### Power grid, run 1

Scale bar: 50 um. Pins as bars on the die edge.
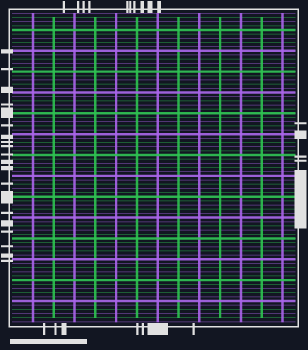
### Cell classes on the final placement, run 1

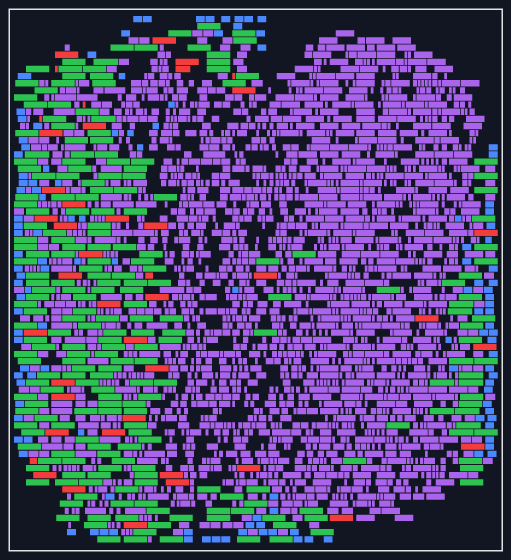
### Routed clock nets over the placement, run 1

Scale bar: 50 um.
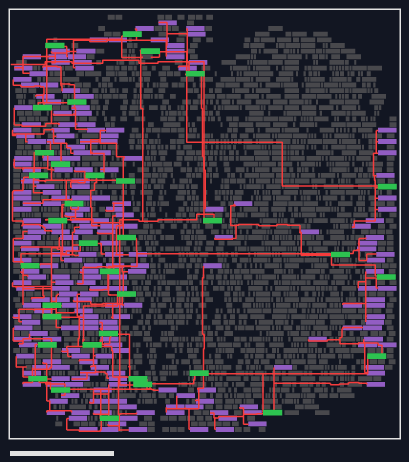
==> config.mk <==
export PLATFORM = sky130hd
export DESIGN_NAME = muladd_acc_flat
export DESIGN_NICKNAME = d
export VERILOG_FILES = /design/src/rtl/muladd_acc_if.sv /design/src/rtl/muladd_acc.sv /design/src/flat_wrapper.sv
export SDC_FILE = /design/constraint.sdc
export NUM_CORES = 1
export LEC_CHECK = 0
export CAP_MARGIN = 20
export CORE_ASPECT_RATIO = 1.1
export CORE_UTILIZATION = 63
export CTS_CLUSTER_DIAMETER = 150
export CTS_CLUSTER_SIZE = 8
export DETAILED_ROUTE_END_ITERATION = 8
export PLACE_DENSITY = 0.88
export SLEW_MARGIN = 20
export SYNTH_ARGS = -nofsm -noshare
export SYNTH_HDL_FRONTEND = slang
export SYNTH_SLANG_ARGS = --single-unit
export TNS_END_PERCENT = 10
==> constraint.sdc <==
create_clock -name clk -period 10.6 [get_ports clk]
set_clock_uncertainty 0.15 [all_clocks]
set_input_delay 1.59 -clock clk [delete_from_list [all_inputs] [get_ports clk]]
set_output_delay 1.59 -clock clk [all_outputs]
set_load 0.05 [all_outputs]
==> src/rtl/muladd_acc_if.sv <==
// Request/result bundle for the multi-channel multiply-accumulate engine.
// The master issues requests and consumes results; the slave is the engine.
interface muladd_acc_if #(
  parameter int AB_W = 16,
  parameter int ACC_W = 32,
  parameter int CH_W = 2
);
  logic             in_valid;
  logic             in_ready;
  logic [1:0]       in_op;
  logic [CH_W-1:0]  in_ch;
  logic [AB_W-1:0]  in_a;
  logic [AB_W-1:0]  in_b;
  logic [ACC_W-1:0] in_c;
  logic             out_valid;
  logic             out_ready;
  logic [CH_W-1:0]  out_ch;
  logic [ACC_W-1:0] out_data;
  logic             out_sat;

  modport master (
    output in_valid, in_op, in_ch, in_a, in_b, in_c, out_ready,
    input  in_ready, out_valid, out_ch, out_data, out_sat
  );

  modport slave (
    input  in_valid, in_op, in_ch, in_a, in_b, in_c, out_ready,
    output in_ready, out_valid, out_ch, out_data, out_sat
  );
endinterface

==> src/rtl/muladd_acc.sv <==
// Two-stage pipelined signed multiply-accumulate engine with CHANNELS independent
// accumulators, valid/ready handshake on both sides and optional result clipping.
module muladd_acc #(
  parameter int AB_W     = 16,
  parameter int ACC_W    = 32,
  parameter int CHANNELS = 4,
  parameter int SATURATE = 1
) (
  input logic         clk,
  input logic         rst_n,
  muladd_acc_if.slave bus
);
  localparam int CH_W = (CHANNELS > 1) ? $clog2(CHANNELS) : 1;
  localparam int P_W  = 2 * AB_W;
  localparam int R_W  = ACC_W + 2;

  typedef enum logic [1:0] {
    OP_MAC  = 2'b00,
    OP_MSC  = 2'b01,
    OP_LOAD = 2'b10,
    OP_READ = 2'b11
  } op_e;

  logic                    s1_valid_r;
  op_e                     s1_op_r;
  logic [CH_W-1:0]         s1_ch_r;
  logic signed [AB_W-1:0]  s1_a_r;
  logic signed [AB_W-1:0]  s1_b_r;
  logic signed [ACC_W-1:0] s1_c_r;
  logic signed [ACC_W-1:0] acc_r [CHANNELS];

  logic                    out_valid_r;
  logic [CH_W-1:0]         out_ch_r;
  logic [ACC_W-1:0]        out_data_r;
  logic                    out_sat_r;

  logic                    adv_s;
  logic                    ch_ok_s;
  logic                    wr_s;
  logic                    ovf_s;
  logic signed [P_W-1:0]   prod_s;
  logic signed [ACC_W-1:0] acc_cur_s;
  logic signed [R_W-1:0]   r_s;
  logic signed [ACC_W-1:0] res_s;

  // Returns {clipped, value}: the top three bits of r agree exactly when r fits ACC_W.
  function automatic logic [ACC_W:0] clip_fn(input logic signed [R_W-1:0] r);
    logic fits;
    fits = (r[R_W-1:ACC_W-1] == 3'b000) || (r[R_W-1:ACC_W-1] == 3'b111);
    if (fits || (SATURATE == 0)) begin
      return {1'b0, r[ACC_W-1:0]};
    end else if (r[R_W-1]) begin
      return {1'b1, 1'b1, {(ACC_W-1){1'b0}}};
    end else begin
      return {1'b1, 1'b0, {(ACC_W-1){1'b1}}};
    end
  endfunction

  // Datapath for the request held in S1: select accumulator, multiply, combine, clip.
  always_comb begin
    adv_s     = !out_valid_r || bus.out_ready;
    prod_s    = P_W'(s1_a_r) * P_W'(s1_b_r);
    acc_cur_s = '0;
    ch_ok_s   = 1'b0;
    for (int i = 0; i < CHANNELS; i++) begin
      acc_cur_s = (s1_ch_r == CH_W'(i)) ? acc_r[i] : acc_cur_s;
      ch_ok_s   = ch_ok_s | (s1_ch_r == CH_W'(i));
    end
    if (ch_ok_s) begin
      case (s1_op_r)
        OP_MAC:  r_s = R_W'(acc_cur_s) + R_W'(prod_s);
        OP_MSC:  r_s = R_W'(acc_cur_s) - R_W'(prod_s);
        OP_LOAD: r_s = R_W'(s1_c_r) + R_W'(prod_s);
        OP_READ: r_s = R_W'(acc_cur_s);
        default: r_s = R_W'(acc_cur_s);
      endcase
    end else begin
      // Out-of-range channel behaves as a READ of a zero accumulator.
      r_s = '0;
    end
    wr_s           = ch_ok_s && (s1_op_r != OP_READ);
    {ovf_s, res_s} = clip_fn(r_s);
  end

  // Pipeline advance: S1 captures the new request, S2 and the accumulator update together.
  always_ff @(posedge clk or negedge rst_n) begin
    if (!rst_n) begin
      s1_valid_r  <= 1'b0;
      s1_op_r     <= OP_MAC;
      s1_ch_r     <= '0;
      s1_a_r      <= '0;
      s1_b_r      <= '0;
      s1_c_r      <= '0;
      out_valid_r <= 1'b0;
      out_ch_r    <= '0;
      out_data_r  <= '0;
      out_sat_r   <= 1'b0;
      for (int i = 0; i < CHANNELS; i++) begin
        acc_r[i] <= '0;
      end
    end else if (adv_s) begin
      s1_valid_r  <= bus.in_valid;
      out_valid_r <= s1_valid_r;
      if (bus.in_valid) begin
        s1_op_r <= op_e'(bus.in_op);
        s1_ch_r <= bus.in_ch;
        s1_a_r  <= bus.in_a;
        s1_b_r  <= bus.in_b;
        s1_c_r  <= bus.in_c;
      end
      if (s1_valid_r) begin
        out_ch_r   <= s1_ch_r;
        out_data_r <= res_s;
        out_sat_r  <= ovf_s;
        for (int i = 0; i < CHANNELS; i++) begin
          if (wr_s && (s1_ch_r == CH_W'(i))) begin
            acc_r[i] <= res_s;
          end
        end
      end
    end
  end

  assign bus.in_ready  = adv_s;
  assign bus.out_valid = out_valid_r;
  assign bus.out_ch    = out_ch_r;
  assign bus.out_data  = out_data_r;
  assign bus.out_sat   = out_sat_r;
endmodule
==> src/flat_wrapper.sv <==
// flat-port wrapper written by rule: the top's interface ports become plain ports
module muladd_acc_flat 
#(
  parameter int AB_W     = 16,
  parameter int ACC_W    = 32,
  parameter int CHANNELS = 4,
  parameter int SATURATE = 1
)
  (clk, rst_n, bus_in_valid, bus_in_op, bus_in_ch, bus_in_a, bus_in_b, bus_in_c, bus_out_ready, bus_in_ready, bus_out_valid, bus_out_ch, bus_out_data, bus_out_sat);
  muladd_acc_if #(.AB_W(AB_W), .ACC_W(ACC_W)) bus_i ();
  input logic clk;
  input logic rst_n;
  input wire logic [$bits(bus_i.in_valid)-1:0] bus_in_valid;
  input wire logic [$bits(bus_i.in_op)-1:0] bus_in_op;
  input wire logic [$bits(bus_i.in_ch)-1:0] bus_in_ch;
  input wire logic [$bits(bus_i.in_a)-1:0] bus_in_a;
  input wire logic [$bits(bus_i.in_b)-1:0] bus_in_b;
  input wire logic [$bits(bus_i.in_c)-1:0] bus_in_c;
  input wire logic [$bits(bus_i.out_ready)-1:0] bus_out_ready;
  output wire logic [$bits(bus_i.in_ready)-1:0] bus_in_ready;
  output wire logic [$bits(bus_i.out_valid)-1:0] bus_out_valid;
  output wire logic [$bits(bus_i.out_ch)-1:0] bus_out_ch;
  output wire logic [$bits(bus_i.out_data)-1:0] bus_out_data;
  output wire logic [$bits(bus_i.out_sat)-1:0] bus_out_sat;
  assign bus_i.in_valid = bus_in_valid;
  assign bus_i.in_op = bus_in_op;
  assign bus_i.in_ch = bus_in_ch;
  assign bus_i.in_a = bus_in_a;
  assign bus_i.in_b = bus_in_b;
  assign bus_i.in_c = bus_in_c;
  assign bus_i.out_ready = bus_out_ready;
  assign bus_in_ready = bus_i.in_ready;
  assign bus_out_valid = bus_i.out_valid;
  assign bus_out_ch = bus_i.out_ch;
  assign bus_out_data = bus_i.out_data;
  assign bus_out_sat = bus_i.out_sat;
  muladd_acc #(.AB_W(AB_W), .ACC_W(ACC_W), .CHANNELS(CHANNELS), .SATURATE(SATURATE)) u_core (.clk(clk), .rst_n(rst_n), .bus(bus_i));
endmodule
==> notes.md, run 1 <==
run metrics: outcome completed, DP Area approximately 25000 um2, synthesized area per cell between 9 and 10 um2, slowest stage delay, CP about 0.6 ns, HP Class register to register, Worst Path Arrival ~10 ns, clock root buffer clkbuf_16, total CTS buffers 35, Syn Nets 2897, CP Launch Type register, crit path to u_core.acc_r[124]$_DFFE_PN0P_, cycle use final 0.959, top cells by count 352 x inv_1, 277 x nand2_1, 264 x fa_1, synthesized area roughly 24000 um2, R2R Path End u_core.acc_r[124]$_DFFE_PN0P_, total track usage 0.341, post-CTS setup buffers 0, Hold Fails Final Rpt 0, ys async rst share 1.00, post-DP HPWL 46.8 mm, first-pass GRT wire length between 100 and 150 mm, most common cell in the netlist inv_1, GRT Max-Usage Layer met2, Final setup violation count 0, routing usage on met1 0.442, Residual DRC 0, Worst Max-Slew Pin Slew ~1.1 ns, First-pass DRT Iterations 6, DRT iter0 DRCs ~1800, post-synthesis instance total 2418, critical path depth 34, Top Metal Used met4, Synth cell types roughly 90, CTS tree built, Synth Warn # 0, H-tree levels 2, worst reg-to-reg path cell count 34, hold_buf cts 0, M2 GR Usage 0.580, Core Util at FP 0.641, worst flop-to-flop path startpoint u_core.s1_b_r[4]$_DFFE_PN0P_, pin count of the biggest net entering global routing between 100 and 150, Synth area leader dfrtp_1, EDFF count, synth 0, Crit. End Element register, logic area 16300 um2, fmax between 90 and 100 MHz, top cells by area dfrtp_1 24%, fa_1 22%, ha_1 7.5%, max_cap viols 0, clk sinks approximately 230, Slowest-stage cell, CP dfrtp_1
-- 'Power grid' (at the start) --
legend:
  VSS:
    color: purple
  VDD:
    color: green
rows: 74
met5 straps: 14
met4 straps: 13
signal pins: 109
met1 rails: 75
Die H: 206 um
Die W: 188 um
Placeable Area: 37200 um2

-- 'Cell classes on the final placement' (at the start) --
legend:
  registers:
    color: green
    cells: 233
    share_of_their_area: 23%
  remaining logic cells:
    color: purple
    cells: 2082
    share_of_their_area: 69%
  remaining buffers and delay cells:
    color: blue
    cells: 127
    share_of_their_area: 4.8%
  clock drivers and dummy loads:
    color: red
    cells: 43
    share_of_their_area: 3.7%
Layout Utilization: 0.707
# rows: 74
flop share of the area: 0.222
Finished Cell Area: 26300 um2

-- 'Routed clock nets over the placement' (at the start) --
legend:
  flip-flops:
    color: purple
    count: 233
  clock wires:
    color: red
    length: 3770 um
  clock-net drivers:
    color: green
    count: 35
routed clock nets: 36
flops lie: spread over the die
Skew-Pair Late Insertion Delay: 0.55 ns

## run 1: cell usage in the layout (no fill, tap or decap), types with 10 or more instances in the layout
master,instances
o21ai_1,12
dfrtp_2,13
nand2b_1,22
clkdlybuf4s50_1,107
o21ai_0,139
mux4_2,32
a22o_1,16
maj3_1,10
nor2_1,64
dfrtp_1,220
o21a_1,13
o211ai_1,18
a31oi_1,22
ha_1,143
maj3_2,15
nand3_1,12
a211oi_1,10
and3_1,13
nor3_1,17
mux2_2,158
xor2_1,28
fa_1,264
clkbuf_16,36
buf_4,19
xnor2_1,53
o21bai_1,13
and2_1,126
nand2_1,276
a21oi_1,80
inv_1,352
a21o_1,32
## run 1: flip-flops by register name (all words and copies together) (netlist names)
| name | flops |
|---|---|
| u_core.s1_c_r | 32 |
| u_core.bus.out_valid | 1 |
| u_core.bus.out_data | 32 |
| u_core.s1_b_r | 16 |
| u_core.s1_op_r | 2 |
| u_core.bus.out_sat | 1 |
| u_core.s1_a_r | 16 |
| u_core.acc_r | 128 |
| u_core.s1_valid_r | 1 |
| u_core.s1_ch_r | 2 |
| u_core.bus.out_ch | 2 |
## run 1: cells by family (layout without fill, tap and decap cells)
group | after synthesis | in the layout | share of synthesized area
mux | 195 | 195 | 0.107
buf+inv | 456 | 523 | 0.0727
compound gates | 445 | 445 | 0.123
simple gates | 575 | 575 | 0.115
fa+ha+maj | 432 | 432 | 0.308
flops | 233 | 233 | 0.244
xor+xnor | 82 | 82 | 0.0307
## run 1: stage by stage
step	cells	setup WS [ns]	hold WS [ns]
after floorplan	2418	1.63	0.295
after global placement	2936	0.830	0.307
after detailed placement	2936	0.621	0.315
after CTS	2979	0.535	0.326
after global routing	2979	0.00531	0.350
final	2979	0.438	0.324
## run 1: how the worst min path moves through the flow
stage | from | endpoint | slack [ns] | cells past startpoint
5_1_grt | u_core.bus.out_ch[1]$_DFFE_PN0P_ | u_core.bus.out_ch[1]$_DFFE_PN0P_ | 0.35 | 2
6_report | u_core.acc_r[37]$_DFFE_PN0P_ | u_core.acc_r[37]$_DFFE_PN0P_ | 0.32 | 2
3_5_place_dp | u_core.acc_r[37]$_DFFE_PN0P_ | u_core.acc_r[37]$_DFFE_PN0P_ | 0.32 | 2
3_3_place_gp | u_core.acc_r[75]$_DFFE_PN0P_ | u_core.acc_r[75]$_DFFE_PN0P_ | 0.31 | 2
2_1_floorplan | u_core.acc_r[32]$_DFFE_PN0P_ | u_core.acc_r[32]$_DFFE_PN0P_ | 0.29 | 2
4_1_cts | u_core.acc_r[37]$_DFFE_PN0P_ | u_core.acc_r[37]$_DFFE_PN0P_ | 0.33 | 2
## run 1: area by class of cell
type	instances	share of cell area
Clock buffer	40	0.0348
Clock inverter	3	0.00128
Tap cell	494	0.0235
Multi-Input combinational cell	1729	0.621
Inverter	353	0.0504
Timing Repair Buffer	127	0.0467
Sequential cell	233	0.222
==> inputs of run 2 (changes only) <==
- DONT_BUFFER_PORTS: not set -> 1
- PLACE_DENSITY: 0.88 -> 0.84
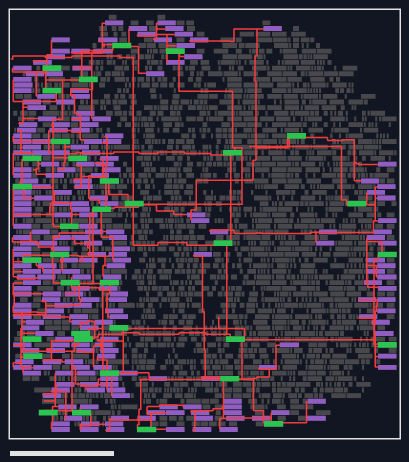
*Routed clock nets over the placement, run 2*
Scale bar: 50 um.
legend:
  clock wires:
    color: red
    length: 3870 um
  flip-flops:
    color: purple
    count: 233
  clock-net drivers:
    color: green
    count: 35
routed clock nets: 36
flops lie: spread over the die
Skew-Pair Late Insertion Delay: 0.57 ns

==> notes.md, run 2 <==
run metrics: outcome completed, hold depth 2 (unchanged), Largest register FFs 128 (unchanged), CP most frequent cell fa_1, synthesized area 23900 um2 (unchanged), Crit. End Element register, First-pass DRT Iterations 5 (-1), Non-Filler Instances 2870 (-3.7%), Worst Max-Slew Pin Slew 1.11 ns (+0.00161 ns), post-DP HPWL 45.7 mm (-2.3%), clk sinks 233 (unchanged), Place WS 0.515 ns (-0.106 ns), CTS tree built, ys async rst share 1.00 (unchanged), Slowest-stage cell, CP dfrtp_1, Syn Nets 2897 (unchanged), fmax 99.4 MHz (+1.1%), Hold Fails Final Rpt 0 (unchanged), Residual DRC 0 (unchanged), most numerous logic cells after layout 352 x inv_1, 276 x nand2_1, 264 x fa_1, 225 x dfrtp_1, 158 x mux2_2, grt total ovfl 0, hold endpoint u_core.acc_r[8]$_DFFE_PN0P_, worst hold path startpoint u_core.acc_r[8]$_DFFE_PN0P_, setup ws final 0.544 ns (+0.106 ns), count of buffers from port buffering 0, Slew Limit Fails 0, post-synthesis instance total 2418 (unchanged), Placeable Area 37200 um2 (unchanged), pin count of the biggest net entering global routing 234 (+120%), most common cell in the netlist inv_1, R2R Path End u_core.bus.out_data[13]$_DFFE_PN0P_, hold_buf cts 0 (unchanged), top cells by count 352 x inv_1, 277 x nand2_1, 264 x fa_1, H-tree levels 2 (unchanged), Top reg by flops u_core.acc_r, most used logic cell in the final layout inv_1, Core Util at FP 0.641 (unchanged), clock root buffer clkbuf_16, worst reg-to-reg path cell count 35 (+2.9%), CP Launch Type register, Die H 206 um (unchanged), Synth area leader dfrtp_1, DRT iter0 DRCs 1340 (-24%), Synth cell types 90 (unchanged), top cells by area dfrtp_1 24%, fa_1 22%, ha_1 7.5%, first-pass GRT wire length 100 mm (-4.1%), Final setup violation count 0 (unchanged), EDFF count, synth 0 (unchanged), vias per std cell slightly above 6, worst flop-to-flop path startpoint u_core.s1_b_r[9]$_DFFE_PN0P_, Synth Warn # 0 (unchanged), Die W 188 um (unchanged), # rows 74 (unchanged), HP Class register to register, Layout Utilization 0.678 (-0.0285), synthesized area per cell 9.87 um2 (unchanged), Worst Path Arrival 10.34 ns (-0.05 ns), dpl cells 2826 (-3.7%), total CTS buffers 35 (unchanged), slowest stage delay, CP 0.80 ns (+0.20 ns), total track usage 0.329 (-0.0120), cycle use final 0.949 (-0.0100), max_cap viols 0 (unchanged), vias in the first global route 18900
[run 2: through the flow]
stage               hold WS [ns]  instance area (um2)
detailed placement         0.316                24200
global placement           0.307                24200
floorplan                  0.295                23900
finish                     0.329                25200
CTS                        0.328                25200
global route               0.351                25200
[run 2: cell families after synthesis]
family          share of synthesized area
simple gates                        0.115
buf+inv                            0.0727
compound gates                      0.123
fa+ha+maj                           0.308
flops                               0.244
mux                                 0.107
xor+xnor                           0.0307
[run 2: cell type report]
class                   count  area, um2
fillers                  2776      12000
clock buffers              37        883
well taps                 494        618
flip-flops and latches    233       5840
inverters                 353       1330
repair buffers             17        128
diodes                      2       5.00
multi-input cells        1729      16300
clock inverters             5        111
[run 2: worst reg2reg max path: cells and delay by family (launching register included)]
| kind | cells | cell delay (ns) |
|---|---|---|
| buf+inv | 5 | 0.25 |
| simple gates | 7 | 1.43 |
| mux | 1 | 0.31 |
| compound gates | 12 | 2.57 |
| xor+xnor | 1 | 0.19 |
| fa+ha+maj | 9 | 4.23 |
| flops | 1 | 0.80 |
[run 2: worst max-delay path by stage]
stage,slack (ns),startpoint,end,depth (start not counted)
3_5_place_dp,0.51,u_core.s1_b_r[7]$_DFFE_PN0P_,u_core.bus.out_data[13]$_DFFE_PN0P_,35
5_1_grt,0.12,u_core.s1_a_r[14]$_DFFE_PN0P_,u_core.bus.out_data[13]$_DFFE_PN0P_,34
4_1_cts,0.43,u_core.s1_b_r[7]$_DFFE_PN0P_,u_core.bus.out_data[13]$_DFFE_PN0P_,35
2_1_floorplan,1.63,u_core.s1_b_r[7]$_DFFE_PN0P_,u_core.acc_r[115]$_DFFE_PN0P_,37
3_3_place_gp,0.69,u_core.s1_b_r[7]$_DFFE_PN0P_,u_core.bus.out_data[30]$_DFFE_PN0P_,35
6_report,0.54,u_core.s1_b_r[9]$_DFFE_PN0P_,u_core.bus.out_data[13]$_DFFE_PN0P_,35
[run 2: layer usage]
metal / vias to the layer above / track usage / part of all wire
li1: 7934 / - / -
met3: 137 / 0.0565 / 0.069
met5: - / 0 / 0.00028
met2: 674 / 0.553 / 0.49
met1: 8940 / 0.436 / 0.41
met4: 2 / 0.107 / 0.031
[run 2: repair_timing]
| action | CTS | global route |
|---|---|---|
| gates resized | 0 | 7 |
| endpoints found under the setup margin | 0 | 108 |
| buffers inserted | 0 | 0 |
